==> src/rtl/mem_init_pkg.sv <==
// Shared types for the memory read-modify-write initiator:
// client opcodes and sequencer states.
package mem_init_pkg;

  typedef enum logic [1:0] {
    OP_READ  = 2'b00,
    OP_WRITE = 2'b01,
    OP_ADD   = 2'b10,
    OP_RSVD  = 2'b11
  } op_e;

  typedef enum logic [1:0] {
    IDLE = 2'b00,
    RD   = 2'b01,
    WR   = 2'b10,
    RSP  = 2'b11
  } state_e;

endpackage

==> src/rtl/mem_rmw_initiator.sv <==
// Single-port memory initiator: READ, WRITE and ADD read-modify-write,
// one operation in flight, one response per request.
module mem_rmw_initiator
  import mem_init_pkg::*;
#(
  parameter int ASIZE = 8,
  parameter int DSIZE = 8
) (
  input  logic             clk,
  input  logic             rst,
  input  logic             req_valid,
  output logic             req_ready,
  input  logic [1:0]       req_op,
  input  logic [ASIZE-1:0] req_addr,
  input  logic [DSIZE-1:0] req_data,
  output logic             rsp_valid,
  input  logic             rsp_ready,
  output logic [DSIZE-1:0] rsp_data,
  output logic             rsp_err,
  output logic             rsp_ovf,
  output logic             mem_we,
  output logic [ASIZE-1:0] mem_addr,
  output logic [DSIZE-1:0] mem_wdata,
  input  logic [DSIZE-1:0] mem_rdata
);

  state_e           state_q;
  op_e              op_q;
  logic [DSIZE-1:0] data_q;
  logic [ASIZE-1:0] maddr_q;
  logic [DSIZE-1:0] wdata_q;
  logic [DSIZE-1:0] rsp_data_q;
  logic             rsp_err_q;
  logic             rsp_ovf_q;
  logic [DSIZE:0]   sum;

  assign sum = {1'b0, mem_rdata} + {1'b0, data_q};

  always_ff @(posedge clk) begin
    if (rst) begin
      state_q    <= IDLE;
      op_q       <= OP_READ;
      data_q     <= '0;
      maddr_q    <= '0;
      wdata_q    <= '0;
      rsp_data_q <= '0;
      rsp_err_q  <= 1'b0;
      rsp_ovf_q  <= 1'b0;
    end else begin
      unique case (state_q)
        IDLE: begin
          if (req_valid) begin
            op_q      <= op_e'(req_op);
            data_q    <= req_data;
            rsp_err_q <= 1'b0;
            rsp_ovf_q <= 1'b0;
            unique case (op_e'(req_op))
              OP_READ, OP_ADD: begin
                maddr_q <= req_addr;
                state_q <= RD;
              end
              OP_WRITE: begin
                maddr_q    <= req_addr;
                wdata_q    <= req_data;
                rsp_data_q <= req_data;
                state_q    <= WR;
              end
              default: begin
                // reserved op: reject without touching memory
                rsp_data_q <= '0;
                rsp_err_q  <= 1'b1;
                state_q    <= RSP;
              end
            endcase
          end
        end
        RD: begin
          if (op_q == OP_ADD) begin
            wdata_q    <= sum[DSIZE-1:0];
            rsp_data_q <= sum[DSIZE-1:0];
            rsp_ovf_q  <= sum[DSIZE];
            state_q    <= WR;
          end else begin
            rsp_data_q <= mem_rdata;
            state_q    <= RSP;
          end
        end
        WR: state_q <= RSP;
        RSP: begin
          if (rsp_ready) state_q <= IDLE;
        end
        default: state_q <= IDLE;
      endcase
    end
  end

  // reset masks the write strobe so an aborted WR never commits
  assign req_ready = (state_q == IDLE) && !rst;
  assign rsp_valid = (state_q == RSP) && !rst;
  assign mem_we    = (state_q == WR) && !rst;
  assign mem_addr  = maddr_q;
  assign mem_wdata = wdata_q;
  assign rsp_data  = rsp_data_q;
  assign rsp_err   = rsp_err_q;
  assign rsp_ovf   = rsp_ovf_q;

endmodule

==> config.mk <==
export PLATFORM = sky130hd
export DESIGN_NAME = mem_rmw_initiator
export DESIGN_NICKNAME = d
export VERILOG_FILES = /design/src/rtl/mem_init_pkg.sv /design/src/rtl/mem_rmw_initiator.sv
export SDC_FILE = /design/constraint.sdc
export NUM_CORES = 1
export LEC_CHECK = 0
export CAP_MARGIN = 15
export CORE_UTILIZATION = 45
export DETAILED_ROUTE_END_ITERATION = 7
export PLACE_DENSITY = 0.75
export SYNTH_ARGS = -nofsm -noshare
export SYNTH_HDL_FRONTEND = slang
export SYNTH_SLANG_ARGS = --single-unit
export TNS_END_PERCENT = 100
==> constraint.sdc <==
create_clock -name clk -period 4 [get_ports clk]
set_input_delay 1.2 -clock clk [delete_from_list [all_inputs] [get_ports clk]]
set_output_delay 1.2 -clock clk [all_outputs]
set_load 0.1 [all_outputs]
==> results.yml, run 1 <==
# flow metrics
job:
  max_cap_violations: 0
  total_number_of_warnings_across_the_stage_logs: 31
cells_and_area:
  non_clock_buffering_overhead_in_the_final_layout_pct: 21.5
  comb_area_share_pct: 45.2
  design.seq.count: 38
  fin_area_um2: 2940
  final_nets: 372
  layout-drive-gt1-share_pct: 9.12
  seq_area_um2: 761
  final_cells: 396
  filler_cell_count: 440
  layout.non_clock_buffers: 61
  area_growth_pct: 33.5
  clockNetworkAreaShare_pct: 3.10
  mostFrequentLayoutCell: "sky130_fd_sc_hd__clkdlybuf4s50_1"
  most_frequent_logic_cells_in_the_routed_design: "sky130_fd_sc_hd__clkdlybuf4s50_1, sky130_fd_sc_hd__nand2_1, sky130_fd_sc_hd__dfxtp_1, sky130_fd_sc_hd__a21oi_1, sky130_fd_sc_hd__nor2_1"
  insertedDiodeCount: 0
  n_all_inverters: 12
logic_synthesis:
  ys_sh_adder_pct: 8.28
  yosys-top-cells-count: "sky130_fd_sc_hd__nand2_1, sky130_fd_sc_hd__dfxtp_1, sky130_fd_sc_hd__a21oi_1"
  syn_nets: 318
  compound_area_share_pct: 25.5
  synthTopCellsByArea: "sky130_fd_sc_hd__dfxtp_1, sky130_fd_sc_hd__nand2_1, sky130_fd_sc_hd__ha_1"
  synth_area_per_cell_um2: 8.05
  yosys.cell_types.count: 52
  yosys-dominant-comb-family: "AND-OR/OR-AND gates"
  simple_gate_share_pct: 23.9
  synth-edff-count: 0
  syn-instance-count: 274
  top_cell: "sky130_fd_sc_hd__nand2_1"
  post_synth_xor_area_fraction_pct: 0.397
  postSynth.topFlopCell: "sky130_fd_sc_hd__dfxtp_1"
global_route:
  use_met1_pct: 30.9
  first_global_vias: 1941
  grt.overflow.total: 0
  globalRouteMet2Util_pct: 37.5
  grt.met3_usage_pct: 4.44
  highest_utilization_routing_layer_at_the_global_route_stage: "met2"
  grt_start_max_net_pins: 26
  number_of_antenna_violations_at_the_first_check_in_global_routing: 0
worst_hold_path:
  min-delay-start: "mem_addr[2]"
  min-delay-path-class: "reg -> reg"
placement:
  port_buffers: 58
  dp_slack_ps: 593
  detailed_place_hpwl_um: 4130
  post-place-cells: 388
route:
  routed-wl-met3_um: 257
  drt_iter0_drc: 168
  route.detailed.vias_per_inst: 5.33
  drt_pass1_iterations: 4
  detail_route.drc_violations: 0
  ant_nets: 0
  wirelength_met1_um: 2650
die:
  design.portCount: 59
  chipArea_um2: 5190
  fp.dieW_um: 72.0
  taps: 67
  design.core.area_um2: 4720
  floorplan.core_util_pct: 46.7
  die_h_um: 72.0
final_timing:
  final_max_slew_viol_count: 0
  timing.fmax_mhz: 294
  timing_worst_slew_pin_value_ps: 1040
  finalSetupViolCount: 0
  grt_setup_unrepaired: "no"
  maxSlewHeadroom_pct: 30.7
  period_minus_slack_ps: 3410
clock_tree:
  postCtsHoldBufs: 0
  root_driver: "sky130_fd_sc_hd__clkbuf_8"
  numCtsBuffers: 5
  post-cts-setup-buffers: 0
  clk_pin_slew_worst_paths_ps: 70
  cts_tree: "yes"
  htree_num_levels: 2
worst_setup_path:
  startpoint_type: "primary input"
  critPathCapture: "rsp_valid"
  worstSetupPathType: "in -> out"
  timing.critical_path.arrival_ps: 2210
  crit_slowest_cell: "sky130_fd_sc_hd__clkdlybuf4s50_1"
  crit_chain: "clkdlybuf4s50_1 > nor2_1 > buf_12"
  worst_path_largest_cell_delay_ps: 540
outcome:
  outcome: "finished, final reports clean"
power_and_ir_drop:
  power.sequential.fraction_pct: 23.2
  total_leakage_power_nw: 1.14
  p_total_mw: 2.33
  clockPowerShare_pct: 11.9
  power_leader: "combinational logic"
  power.density_cell_area_nw_per_um2: 791
  power_clock_mw: 0.277
  powerComb_mw: 1.51
  p_int_mw: 1.06
  p_switching_mw: 1.27
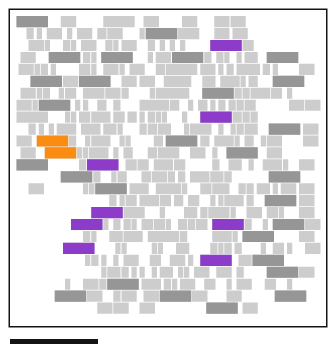
Figure 1: run 1, where the registers sit.
Scale bar: 20 um. Other sequential cells in the stronger grey, the rest of the logic in the fainter grey.
Key: `state_q` = orange [sequential cells 2]; `data_q` = purple [sequential cells 8]
Another 28 sequential cells are not coloured.
fin util: 62.3%
register share of the cell area: 25.8%
sequential power: 0.540 mW

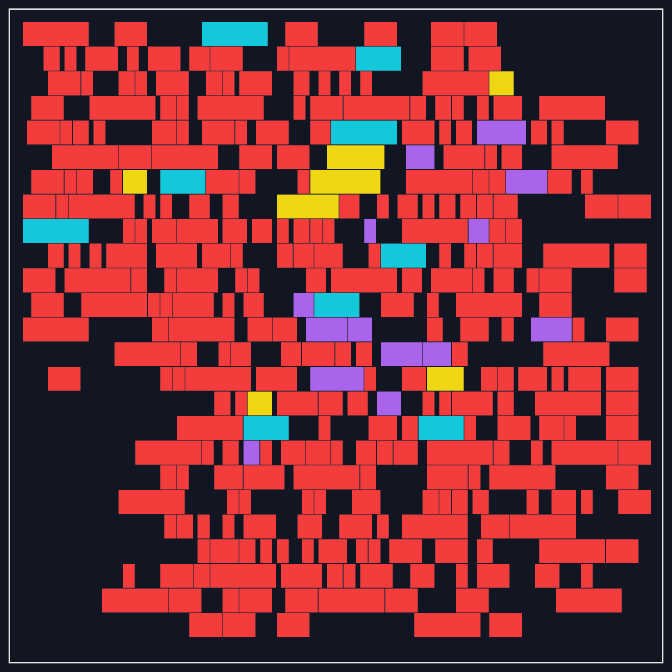
Figure 2: run 1, drive-strength map.
Key: drive 3 to 4 = yellow [cells 7, most used buf_4]; drive 1 or less = red [cells 299, most used clkdlybuf4s50_1]; drive 2 = purple [cells 14, most used o31ai_2]; drive 6 and up = cyan [cells 9, most used clkbuf_8]

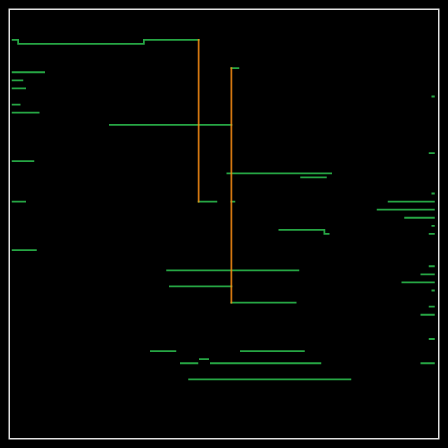
Figure 3: run 1, wiring by layer.
Two of the layers only.
Key: met3 = green [wire length 257 um]; met4 = orange [wire length 66.6 um]
overall routed net length: 5680 um
overall global routing resource usage: 23.1%
mean routed wirelength per cell: 14.3 um
via count: 2,109

--- run 2 (diff from run 1) ---
CTS_CLUSTER_SIZE = 24   (was unset)
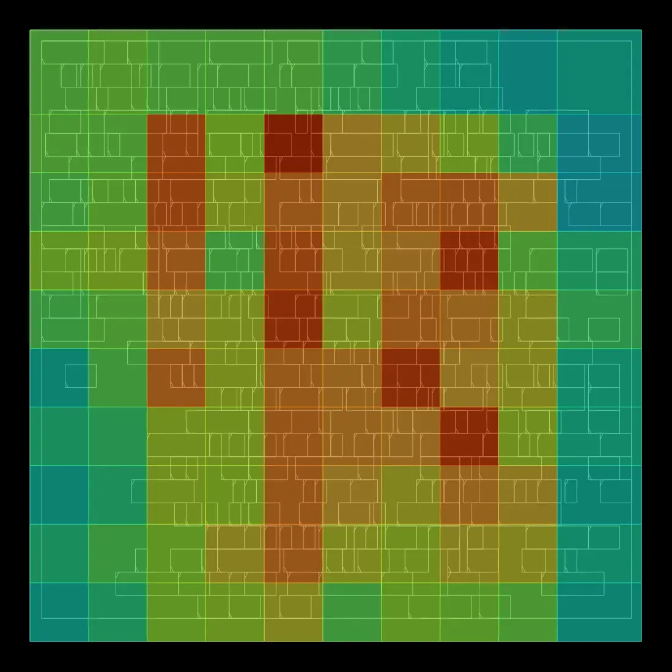
Figure 4: run 2, routing congestion.
met1 Usage GRT: 30.9%
highest-utilization routing layer at the global route stage: met2

==> results.yml, run 2 <==
# flow metrics
worst_hold_path:
  min_to: "mem_addr[2]"
  min-delay-path-class: "reg -> reg"
  min-delay-start: "mem_addr[2]"
placement:
  post-place-cells: 388
  gp_congestion: 0.935
  dp_slack_ps: 593
  port_buffers: 58
  detailed_place_hpwl_um: 4130
cells_and_area:
  mostFrequentLayoutCell: "sky130_fd_sc_hd__clkdlybuf4s50_1"
  most_frequent_logic_cells_in_the_routed_design: "sky130_fd_sc_hd__clkdlybuf4s50_1, sky130_fd_sc_hd__nand2_1, sky130_fd_sc_hd__dfxtp_1, sky130_fd_sc_hd__a21oi_1, sky130_fd_sc_hd__nor2_1"
  area_growth_pct: 33.5
  non_clock_buffering_overhead_in_the_final_layout_pct: 21.5
  num-clock-buffers: 7
  clockNetworkAreaShare_pct: 3.10
  layout-drive-gt1-share_pct: 9.12
  filler_cell_count: 440
  comb_area_share_pct: 45.2
  final_core_util_pct: 62.3
  insertedDiodeCount: 0
  layout.non_clock_buffers: 61
  sh_seq_area_pct: 25.8
  fin_area_um2: 2940
  n_all_inverters: 12
  final_nets: 372
  seq_area_um2: 761
  final_cells: 396
  design.seq.count: 38
final_timing:
  period_minus_slack_ps: 3410
  finalSetupViolCount: 0
  period_used_pct: 85.2
  worst_hold_slack_ps: 456
  finalWorstSetupSlack_ps: 593
  maxSlewHeadroom_pct: 30.7
  timing.fmax_mhz: 294
  hold_viol_final: 0
  timing_worst_slew_pin_value_ps: 1040
  fin_tns_setup_ps: 0
  grt_setup_unrepaired: "no"
  final_max_slew_viol_count: 0
clock_tree:
  post-cts-setup-buffers: 0
  clkLatencyLatePin_ps: 290
  clkSinkCount: 38
  postCtsHoldBufs: 0
  root_driver: "sky130_fd_sc_hd__clkbuf_8"
  clk_pin_slew_worst_paths_ps: 70
  numCtsBuffers: 5
  htree_num_levels: 2
  cts_tree: "yes"
logic_synthesis:
  ys_warn_count: 0
  simple_gate_share_pct: 23.9
  ys_sh_adder_pct: 8.28
  synth_area_per_cell_um2: 8.05
  netlist.top_cell.by_area: "sky130_fd_sc_hd__dfxtp_1"
  yosys-stat-cells: 274
  top_cell: "sky130_fd_sc_hd__nand2_1"
  syn_nets: 318
  yosys.cell_types.count: 52
  post_synth_xor_area_fraction_pct: 0.397
  synth-edff-count: 0
  postSynth.topFlopCell: "sky130_fd_sc_hd__dfxtp_1"
  cell_area_after_technology_mapping_um2: 2210
  synthTopCellsByArea: "sky130_fd_sc_hd__dfxtp_1, sky130_fd_sc_hd__nand2_1, sky130_fd_sc_hd__ha_1"
  postSynthRegisterBits: 38
  yosys-top-cells-count: "sky130_fd_sc_hd__nand2_1, sky130_fd_sc_hd__dfxtp_1, sky130_fd_sc_hd__a21oi_1"
  compound_area_share_pct: 25.5
  yosys-dominant-comb-family: "AND-OR/OR-AND gates"
  syn-instance-count: 274
die:
  design.portCount: 59
  floorplan.core_util_pct: 46.7
  design.core.area_um2: 4720
  num_rows: 25
  die_h_um: 72.0
  fp.dieW_um: 72.0
  taps: 67
  chipArea_um2: 5190
worst_setup_path:
  cp.depth: 3
  timing.critical_path.buf_inv: 2
  crit_chain: "clkdlybuf4s50_1 > nor2_1 > buf_12"
  setup.worst_path.end_class: "output port"
  worst_path_largest_cell_delay_ps: 540
  worstSetupPathType: "in -> out"
  startpoint_type: "primary input"
  crit_slowest_cell: "sky130_fd_sc_hd__clkdlybuf4s50_1"
  timing.critical_path.arrival_ps: 2210
  timing.critical_path.required_ps: 2800
  critPathCapture: "rsp_valid"
power_and_ir_drop:
  power_clock_mw: 0.277
  powerComb_mw: 1.51
  p_total_mw: 2.33
  p_switching_mw: 1.27
  vdd.ir_drop.worst_mv: 0.368
  sequential_power_mw: 0.540
  power_leader: "combinational logic"
  p_int_mw: 1.06
  total_leakage_power_nw: 1.14
  clockPowerShare_pct: 11.9
  share_comb_of_total_power_pct: 64.9
  power.sequential.fraction_pct: 23.2
  power.density_cell_area_nw_per_um2: 791
job:
  max_cap_violations: 0
  total_number_of_warnings_across_the_stage_logs: 31
route:
  detail_route.drc_violations: 0
  vias: 2109
  drt_iter0_drc: 168
  routed-wl-met3_um: 257
  ant_nets: 0
  uppermost_layer_routed: "met4"
  totalWireLength_um: 5680
  wirelength_met1_um: 2650
  route.detailed.vias_per_inst: 5.33
  drt_pass1_iterations: 4
  routedWlPerCell_um: 14.3
global_route:
  number_of_antenna_violations_at_the_first_check_in_global_routing: 0
  grt.met3_usage_pct: 4.44
  grt_pass1_wl_um: 9270
  grt_start_max_net_pins: 26
  first_global_vias: 1941
  grt.overflow.total: 0
  globalRouteMet2Util_pct: 37.5
  global_route.usage.total_pct: 23.1
outcome:
  outcome: "finished, final reports clean"
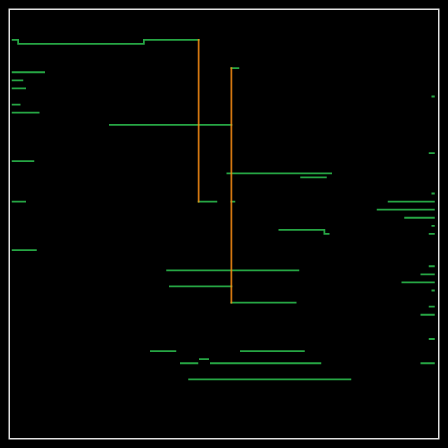
Figure 5: run 2, wiring by layer.
Two of the layers only.
Key: met4 = orange [wire length 66.6 um]; met3 = green [wire length 257 um]

Power figures rest on the tool's default switching activity, not on a simulated workload.
